===== config.mk =====
export PLATFORM = sky130hd
export DESIGN_NAME = multicycle_controller
export DESIGN_NICKNAME = d
export VERILOG_FILES = /design/src/rtl/riscv_ctrl_pkg.sv /design/src/rtl/alu_decoder.sv /design/src/rtl/multicycle_controller.sv
export SDC_FILE = /design/constraint.sdc
export NUM_CORES = 1
export LEC_CHECK = 0
export ABC_AREA = 1
export CORE_MARGIN = 3
export CORE_UTILIZATION = 37
export DETAILED_ROUTE_END_ITERATION = 6
export PLACE_DENSITY = 0.79
export SLEW_MARGIN = 25
export SYNTH_ARGS = -nofsm -noshare
export SYNTH_HDL_FRONTEND = slang
export SYNTH_HIERARCHICAL = 1
export SYNTH_SLANG_ARGS = --single-unit
export TNS_END_PERCENT = 100

===== constraint.sdc =====
create_clock -name clk -period 1.75 [get_ports clk]
set_input_delay 0.175 -clock clk [delete_from_list [all_inputs] [get_ports clk]]
set_output_delay 0.175 -clock clk [all_outputs]
set_load 0.005 [all_outputs]

===== src/rtl/riscv_ctrl_pkg.sv =====
// Shared encodings for the multicycle RV32I control unit: FSM states, opcodes,
// and the select/control codes driven into the datapath.
package riscv_ctrl_pkg;

  typedef enum logic [3:0] {
    S_FETCH    = 4'd0,
    S_DECODE   = 4'd1,
    S_MEMADR   = 4'd2,
    S_MEMREAD  = 4'd3,
    S_MEMWB    = 4'd4,
    S_MEMWRITE = 4'd5,
    S_EXECR    = 4'd6,
    S_EXECI    = 4'd7,
    S_ALUWB    = 4'd8,
    S_BEQ      = 4'd9,
    S_JAL      = 4'd10,
    S_ILLEGAL  = 4'd11
  } state_t;

  localparam logic [6:0] OP_LW  = 7'b0000011;
  localparam logic [6:0] OP_SW  = 7'b0100011;
  localparam logic [6:0] OP_R   = 7'b0110011;
  localparam logic [6:0] OP_I   = 7'b0010011;
  localparam logic [6:0] OP_BEQ = 7'b1100011;
  localparam logic [6:0] OP_JAL = 7'b1101111;

  typedef enum logic [1:0] {
    IMM_I = 2'b00,
    IMM_S = 2'b01,
    IMM_B = 2'b10,
    IMM_J = 2'b11
  } imm_src_t;

  typedef enum logic [1:0] {
    ALUOP_ADD   = 2'b00,
    ALUOP_SUB   = 2'b01,
    ALUOP_FUNCT = 2'b10
  } alu_op_t;

  localparam logic [2:0] ALU_ADD = 3'b000;
  localparam logic [2:0] ALU_SUB = 3'b001;
  localparam logic [2:0] ALU_AND = 3'b010;
  localparam logic [2:0] ALU_OR  = 3'b011;
  localparam logic [2:0] ALU_SLT = 3'b101;

  localparam logic [1:0] RES_ALUOUT    = 2'b00;
  localparam logic [1:0] RES_DATA      = 2'b01;
  localparam logic [1:0] RES_ALURESULT = 2'b10;

  localparam logic [1:0] SRCA_PC    = 2'b00;
  localparam logic [1:0] SRCA_OLDPC = 2'b01;
  localparam logic [1:0] SRCA_RS1   = 2'b10;

  localparam logic [1:0] SRCB_RS2   = 2'b00;
  localparam logic [1:0] SRCB_IMM   = 2'b01;
  localparam logic [1:0] SRCB_FOUR  = 2'b10;

  // Immediate format is a pure function of the opcode, independent of state.
  function automatic imm_src_t immSrcFor(input logic [6:0] op);
    case (op)
      OP_SW:   return IMM_S;
      OP_BEQ:  return IMM_B;
      OP_JAL:  return IMM_J;
      default: return IMM_I;
    endcase
  endfunction

endpackage


===== src/rtl/alu_decoder.sv =====
// Maps the FSM's coarse ALU request plus funct fields onto the ALU operation code.
module alu_decoder
  import riscv_ctrl_pkg::*;
(
  input  alu_op_t    aluOp,
  input  logic [2:0] funct3,
  input  logic       opb5,
  input  logic       funct7b5,
  output logic [2:0] aluControl
);

  always_comb begin
    aluControl = ALU_ADD;
    case (aluOp)
      ALUOP_ADD: aluControl = ALU_ADD;
      ALUOP_SUB: aluControl = ALU_SUB;
      ALUOP_FUNCT: begin
        case (funct3)
          // Only R-type distinguishes sub; addi with imm[10]=1 must stay add.
          3'b000:  aluControl = (opb5 & funct7b5) ? ALU_SUB : ALU_ADD;
          3'b010:  aluControl = ALU_SLT;
          3'b110:  aluControl = ALU_OR;
          3'b111:  aluControl = ALU_AND;
          default: aluControl = ALU_ADD;
        endcase
      end
      default: aluControl = ALU_ADD;
    endcase
  end

endmodule


===== src/rtl/multicycle_controller.sv =====
// Moore control FSM for the multicycle RV32I core. Sequences one instruction at a
// time through fetch/decode/execute/memory/writeback, stalling on mem_ready.
module multicycle_controller
  import riscv_ctrl_pkg::*;
#(
  parameter logic [3:0] RESET_STATE  = 4'd0,
  parameter bit         ILLEGAL_TRAP = 1'b1
) (
  input  logic       clk,
  input  logic       rst_n,
  input  logic [6:0] op,
  input  logic [2:0] funct3,
  input  logic       funct7b5,
  input  logic       zero,
  input  logic       mem_ready,
  output logic       pc_write,
  output logic       adr_src,
  output logic       mem_write,
  output logic       ir_write,
  output logic       reg_write,
  output logic [1:0] result_src,
  output logic [1:0] alu_src_a,
  output logic [1:0] alu_src_b,
  output logic [1:0] imm_src,
  output logic [2:0] alu_control,
  output logic       illegal_o,
  output logic [3:0] state_o
);

  state_t  state, stateNext;
  logic    wasIllegal;
  alu_op_t aluOp;
  logic    pcUpdate, branch, irWriteRaw, memWriteRaw, regWriteRaw, illegalRaw;

  always_ff @(posedge clk or negedge rst_n) begin
    if (!rst_n) begin
      state      <= state_t'(RESET_STATE);
      wasIllegal <= 1'b0;
    end else begin
      state      <= stateNext;
      wasIllegal <= (state == S_ILLEGAL);
    end
  end

  always_comb begin
    stateNext   = state;
    aluOp       = ALUOP_ADD;
    adr_src     = 1'b0;
    result_src  = RES_ALUOUT;
    alu_src_a   = SRCA_PC;
    alu_src_b   = SRCB_RS2;
    pcUpdate    = 1'b0;
    branch      = 1'b0;
    irWriteRaw  = 1'b0;
    memWriteRaw = 1'b0;
    regWriteRaw = 1'b0;
    illegalRaw  = 1'b0;
    case (state)
      S_FETCH: begin
        alu_src_b  = SRCB_FOUR;
        result_src = RES_ALURESULT;
        irWriteRaw = mem_ready;
        pcUpdate   = mem_ready;
        if (mem_ready) stateNext = S_DECODE;
      end
      S_DECODE: begin
        alu_src_a = SRCA_OLDPC;
        alu_src_b = SRCB_IMM;
        case (op)
          OP_LW, OP_SW: stateNext = S_MEMADR;
          OP_R:         stateNext = S_EXECR;
          OP_I:         stateNext = S_EXECI;
          OP_BEQ:       stateNext = S_BEQ;
          OP_JAL:       stateNext = S_JAL;
          default:      stateNext = S_ILLEGAL;
        endcase
      end
      S_MEMADR: begin
        alu_src_a = SRCA_RS1;
        alu_src_b = SRCB_IMM;
        stateNext = (op == OP_LW) ? S_MEMREAD : S_MEMWRITE;
      end
      S_MEMREAD: begin
        adr_src = 1'b1;
        if (mem_ready) stateNext = S_MEMWB;
      end
      S_MEMWB: begin
        result_src  = RES_DATA;
        regWriteRaw = 1'b1;
        stateNext   = S_FETCH;
      end
      S_MEMWRITE: begin
        adr_src     = 1'b1;
        memWriteRaw = 1'b1;
        if (mem_ready) stateNext = S_FETCH;
      end
      S_EXECR: begin
        alu_src_a = SRCA_RS1;
        aluOp     = ALUOP_FUNCT;
        stateNext = S_ALUWB;
      end
      S_EXECI: begin
        alu_src_a = SRCA_RS1;
        alu_src_b = SRCB_IMM;
        aluOp     = ALUOP_FUNCT;
        stateNext = S_ALUWB;
      end
      S_ALUWB: begin
        regWriteRaw = 1'b1;
        stateNext   = S_FETCH;
      end
      S_BEQ: begin
        alu_src_a = SRCA_RS1;
        aluOp     = ALUOP_SUB;
        branch    = 1'b1;
        stateNext = S_FETCH;
      end
      S_JAL: begin
        alu_src_a = SRCA_OLDPC;
        alu_src_b = SRCB_FOUR;
        pcUpdate  = 1'b1;
        stateNext = S_ALUWB;
      end
      S_ILLEGAL: begin
        // In hang mode the state persists, so the pulse keys off the entry cycle.
        illegalRaw = ~wasIllegal;
        stateNext  = ILLEGAL_TRAP ? S_FETCH : S_ILLEGAL;
      end
      default: stateNext = S_FETCH;
    endcase
  end

  alu_decoder u_aluDecoder (
    .aluOp      (aluOp),
    .funct3     (funct3),
    .opb5       (op[5]),
    .funct7b5   (funct7b5),
    .aluControl (alu_control)
  );

  // Enables are gated by rst_n so nothing writes in the cycle reset asserts.
  assign pc_write  = rst_n & (pcUpdate | (branch & zero));
  assign ir_write  = rst_n & irWriteRaw;
  assign mem_write = rst_n & memWriteRaw;
  assign reg_write = rst_n & regWriteRaw;
  assign illegal_o = rst_n & illegalRaw;
  assign imm_src   = immSrcFor(op);
  assign state_o   = state;

endmodule


==> flow_summary.yaml, run 1 <==
# yosys + openroad results
final_timing:
  period_minus_slack_ns: 2.08
  setup_slack_ns: -0.331
  slew_violations: 0
  finalSetupViolCount: 9
setup_path:
  slowest_stage: "dfrtp_2"
  crit_chain: "inv_2 -> nor2_4 -> inv_2 -> nor2_4 -> inv_2 -> ha_4 -> inv_2 -> nand4_1 -> buf_4 -> nand3_2 -> buf_2"
  crit_buf_inv: 6
  crit_fanout: 3
  reg2reg_slack_ns: 0.17
  path_common_cell: "inv_2"
  worstSetupPathType: "flip-flop to primary output"
global_route:
  grt_use_met3_pct: 6.64
  grt-busiest-layer: "met2"
  met2_usage_pct: 44.5
  grt_pass1_vias: 863
synthesis:
  synth_seq_share_pct: 20.5
  synth_flop_count: 5
  fp_nets: 118
  syn-instance-count: 101
  synth_top_flop_cell: "dfrtp_1"
  netlist_area_um2: 609
  synth_top_cell_by_area: "dfrtp_1"
finish:
  syn2layout_area_growth_pct: 117
  combGateArea_um2: 510
  seqAreaFraction_pct: 9.67
  final_layout_top_logic_cell: "buf_4"
  area_dominant_class: "buffers"
  sh_comb_area_pct: 38.7
  nClkBuffers: 4
  num-nets-final: 190
clock_tree:
  cts_tree: "yes"
  worstSkewPairLatency_ns: 0.27
  clk_path_buf_depth: 2
  htree_levels: 1
route:
  wl_met3_um: 260
  route.met2.wl_um: 1470
  via_count: 1017
  wl_met1_um: 1100
  drc: 0
floorplan:
  initCoreUtil_pct: 40.0
power:
  power_density_nw_per_um2: 1350
outcome:
  violations: "negative setup slack"
  status: "complete, but fails checks"
==> run 1: timing repair <==
item / 4_1_cts / 5_1_grt
setup endpoints to repair: 16 / 14
setup buffers: 9 / 9
pin swaps: 7 / 18
hold buffers: 0 / 0
resized: 56 / 33
==> run 1: report_power, final <==
part	leakage, uW	total, uW	internal [uW]	switching, uW
Sequential	0.0000621	204	161	43.4
Clock	0.0000150	149	87.1	62.0
Combinational	0.000626	1430	680	749
==> run 1: cells by family after synthesis <==
| logic type | synth area share [%] |
|---|---|
| compound gates | 9.86 |
| fa+ha+maj | 4.11 |
| simple gates | 51.3 |
| buf+inv | 14.2 |
| flops | 20.5 |
==> run 1: sequential cells by signal, summed over array words and instances, names as in the netlist <==
register,flops
wasIllegal,1
state_o,4
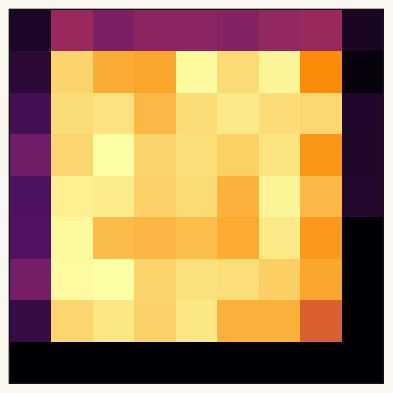
Run 1: cell area per tile
Drawn at 8 px/um. 9 x 9 tiles, from black (low) to pale yellow (high), 0 to 100% covered.
densest ninth of the die: center
emptiest ninth of the die: lower right
fullest tile: 100%

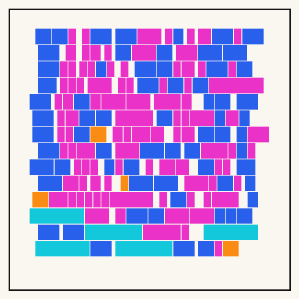
Run 1: cell classes on the final placement
Drawn at 6 px/um.
legend:
  cyan:
    class: sequential cells
    cells: 5
    share_of_their_area: 9.8%
  blue:
    class: remaining buffers and delay cells
    cells: 67
    share_of_their_area: 42%
  magenta:
    class: combinational and other logic
    cells: 96
    share_of_their_area: 46%
  orange:
    class: clock drivers and dummy loads
    cells: 4
    share_of_their_area: 2.0%

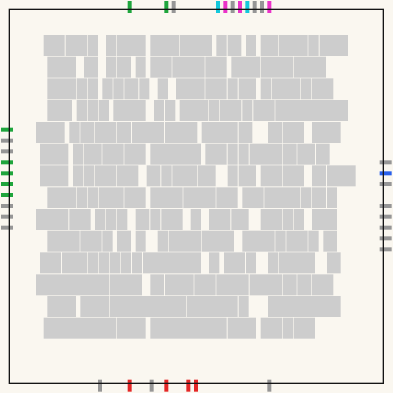
Run 1: I/O pins on the die edge
Drawn at 8 px/um. Pins as bars across the die edge, other pins in gray.
legend:
  green:
    port: op
    pins: 7
    direction: input
    edge: 5 left, 2 top
  cyan:
    port: alu_src_a
    pins: 2
    direction: output
    edge: top
  blue:
    port: pc_write
    pins: 1
    direction: output
    edge: right
  magenta:
    port: alu_control
    pins: 3
    direction: output
    edge: top
  red:
    port: state_o
    pins: 4
    direction: output
    edge: bottom
all pins by edge: 11 top, 10 left, 8 right, 7 bottom
die width: 46.6 um
Port Buffers: 35

==> run 1 -> run 2 <==
==> constraint.sdc (replaced) <==
create_clock -name clk -period 1.75 [get_ports clk]
set_input_delay 0.175 -clock clk [delete_from_list [all_inputs] [get_ports clk]]
set_output_delay 0.175 -clock clk [all_outputs]
set_load 0.05 [all_outputs]
==> run 2 against run 1 <==
Compared with the run above: the flow still finishes with violations (negative setup slack); worst setup slack better by 0.038 ns; first-iteration DRC count is 55% lower; final cell count is 11% lower; critical path type unchanged; critical endpoint is now alu_control[2]; largest power group unchanged; highest routed layer unchanged.
==> flow_summary.yaml, run 2 <==
# yosys + openroad results
global_route:
  met2_usage_pct: 47.5
  grt_use_met3_pct: 5.08
final_timing:
  slew_violations: 0
  setup_slack_ns: -0.293
  finalSetupViolCount: 9
  period_minus_slack_ns: 2.04
power:
  power_density_nw_per_um2: 1740
  p_seq_share_pct: 10.2
  seq_cell_power_uw: 248
  clock_power_share_pct: 5.8
  maxPowerGroup: "combinational cells"
  internal-power_uw: 1080
outcome:
  status: "complete, but fails checks"
  violations: "negative setup slack"
setup_path:
  crit_chain: "inv_2 -> nor2_4 -> inv_2 -> nor2_4 -> ha_4 -> inv_2 -> nand4_1 -> nor2_4 -> buf_12"
synthesis:
  fp_nets: 118
  ys_sh_mux_pct: 0
  synth_flop_count: 5
  yosys.area_share.simple_pct: 51.3
finish:
  area_dominant_class: "buffers"
clock_tree:
  worstSkewPairLatency_ns: 0.25
  holdBufCountCts: 0
-- run 2: path summary, 6_finish.rpt --
kind,from,to,slack [ns],cells past startpoint
setup / recovery,state_o[2]$_DFFE_PN0P_,alu_control[2],-0.29,9
hold / removal,rst_n,state_o[1]$_DFFE_PN0P_,0.23,2
setup reg to reg,state_o[3]$_DFFE_PN0P_,state_o[0]$_DFFE_PN0P_,0.17,8
hold reg to reg,state_o[3]$_DFFE_PN0P_,state_o[2]$_DFFE_PN0P_,0.63,3
max in group asynchronous,rst_n,state_o[0]$_DFFE_PN0P_,1.38,2
min in group clk,state_o[3]$_DFFE_PN0P_,state_o[2]$_DFFE_PN0P_,0.63,3
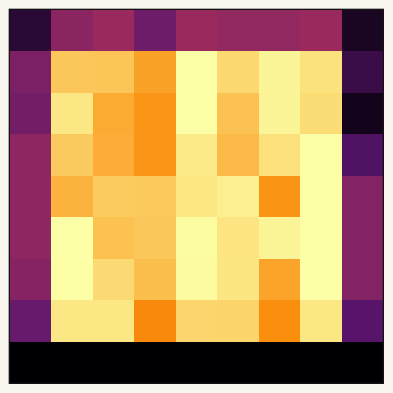
Run 2: cell area per tile
Drawn at 8 px/um. 9 x 9 tiles, from black (low) to pale yellow (high), 0 to 100% covered.
fullest tile: 100%
tiles over 75% full: 59%
nearly empty tiles: 11%
mean over tiles: 64%

==> run 2 -> run 3 <==
Settings changed: CORE_ASPECT_RATIO from default to 1.4, CORE_UTILIZATION 37 to 30, PLACE_DENSITY 0.79 to 0.66.
==> run 3 against run 2 <==
Compared with the run above: the run still ends with negative setup slack left; critical path type unchanged; non-clock buffer count is 2 higher; via count is 6.5% lower; sequential power is about 10% lower.
==> flow_summary.yaml, run 3 <==
# yosys + openroad results
finish:
  final_layout_top_logic_cell: "nand2_1"
  sh_comb_area_pct: 37.2
  largest_reg_flops: 4
  syn2layout_area_growth_pct: 131
  nClkBuffers: 4
  num-nets-final: 172
  seqAreaFraction_pct: 9.42
clock_tree:
  cts-resized-gates: 7
  holdBufCountCts: 0
  clk_path_buf_depth: 2
  cts_tree: "yes"
  worstSkewPairLatency_ns: 0.26
  htree_levels: 1
synthesis:
  synth_xor_xnor_area_share_pct: 0
  yosys.area_share.simple_pct: 51.3
  syn-instance-count: 101
  netlist_area_um2: 609
  synth_flop_count: 5
  aoi_share_pct: 9.86
  synth_top_cell_by_area: "dfrtp_1"
  synth_top_flop_cell: "dfrtp_1"
  synth_seq_share_pct: 20.5
  top_logic_kind: "simple AND/OR/NAND/NOR gates"
power:
  p_seq_share_pct: 9.5
  clock_power_share_pct: 6.2
  power_frac_comb_pct: 84.3
  internal-power_uw: 1060
  p_sw_share_pct: 54.6
  clock_power_uw: 146
  pg_comb_uw: 1970
floorplan:
  chipWidth_um: 44.1
  initCoreUtil_pct: 33.0
final_timing:
  finalSetupViolCount: 5
  setup_slack_ns: -0.190
  period_minus_slack_ns: 1.94
setup_path:
  slowest_stage: "dfrtp_2"
  critPathLaunch: "state_o[2]$_DFFE_PN0P_"
  cp-endpoint: "alu_control[2]"
  ff2ff_path_depth: 8
  crit_chain: "nor2_4 -> inv_4 -> nor2_4 -> inv_2 -> ha_4 -> inv_2 -> nand4_1 -> nor2_4 -> buf_12"
  worstSetupPathType: "flip-flop to primary output"
  crit_buf_inv: 4
outcome:
  violations: "negative setup slack"
  status: "complete, but fails checks"
route:
  via_count: 860
  drc: 0
global_route:
  grt_pass1_vias: 823
-- run 3: cells by family (layout without fill, tap and decap cells) --
group,Yosys count,count (layout)
buffers and inverters,23,76
adder cells (fa/ha/maj),2,2
flip-flops,5,5
AND-OR/OR-AND,8,8
AND/OR/NAND/NOR,63,63
-- run 3: metal layers --
metal	routed length (um)	global-route usage (%)
met1	775	18.1
met2	1170	31.0
met3	112	2.74
met4	46	11.2
met5	0	0
-- run 3: metrics by stage --
step                      worst slack, ns  util [%]
after floorplan                    -0.128         -
after global placement             0.0668      69.2
after detailed placement           0.0235      69.2
after CTS                          -0.182      73.8
after global routing               -0.303      76.2
final                              -0.190      76.2
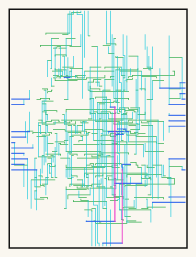
Run 3: signal wires by layer
Drawn at 4 px/um.
legend:
  magenta:
    layer: metal 4
    wire_length: 46.9 um
  green:
    layer: metal 1
    wire_length: 775 um
  cyan:
    layer: metal 2
    wire_length: 1,170 um
  blue:
    layer: metal 3
    wire_length: 112 um

Power figures rest on the tool's default switching activity, not on a simulated workload.
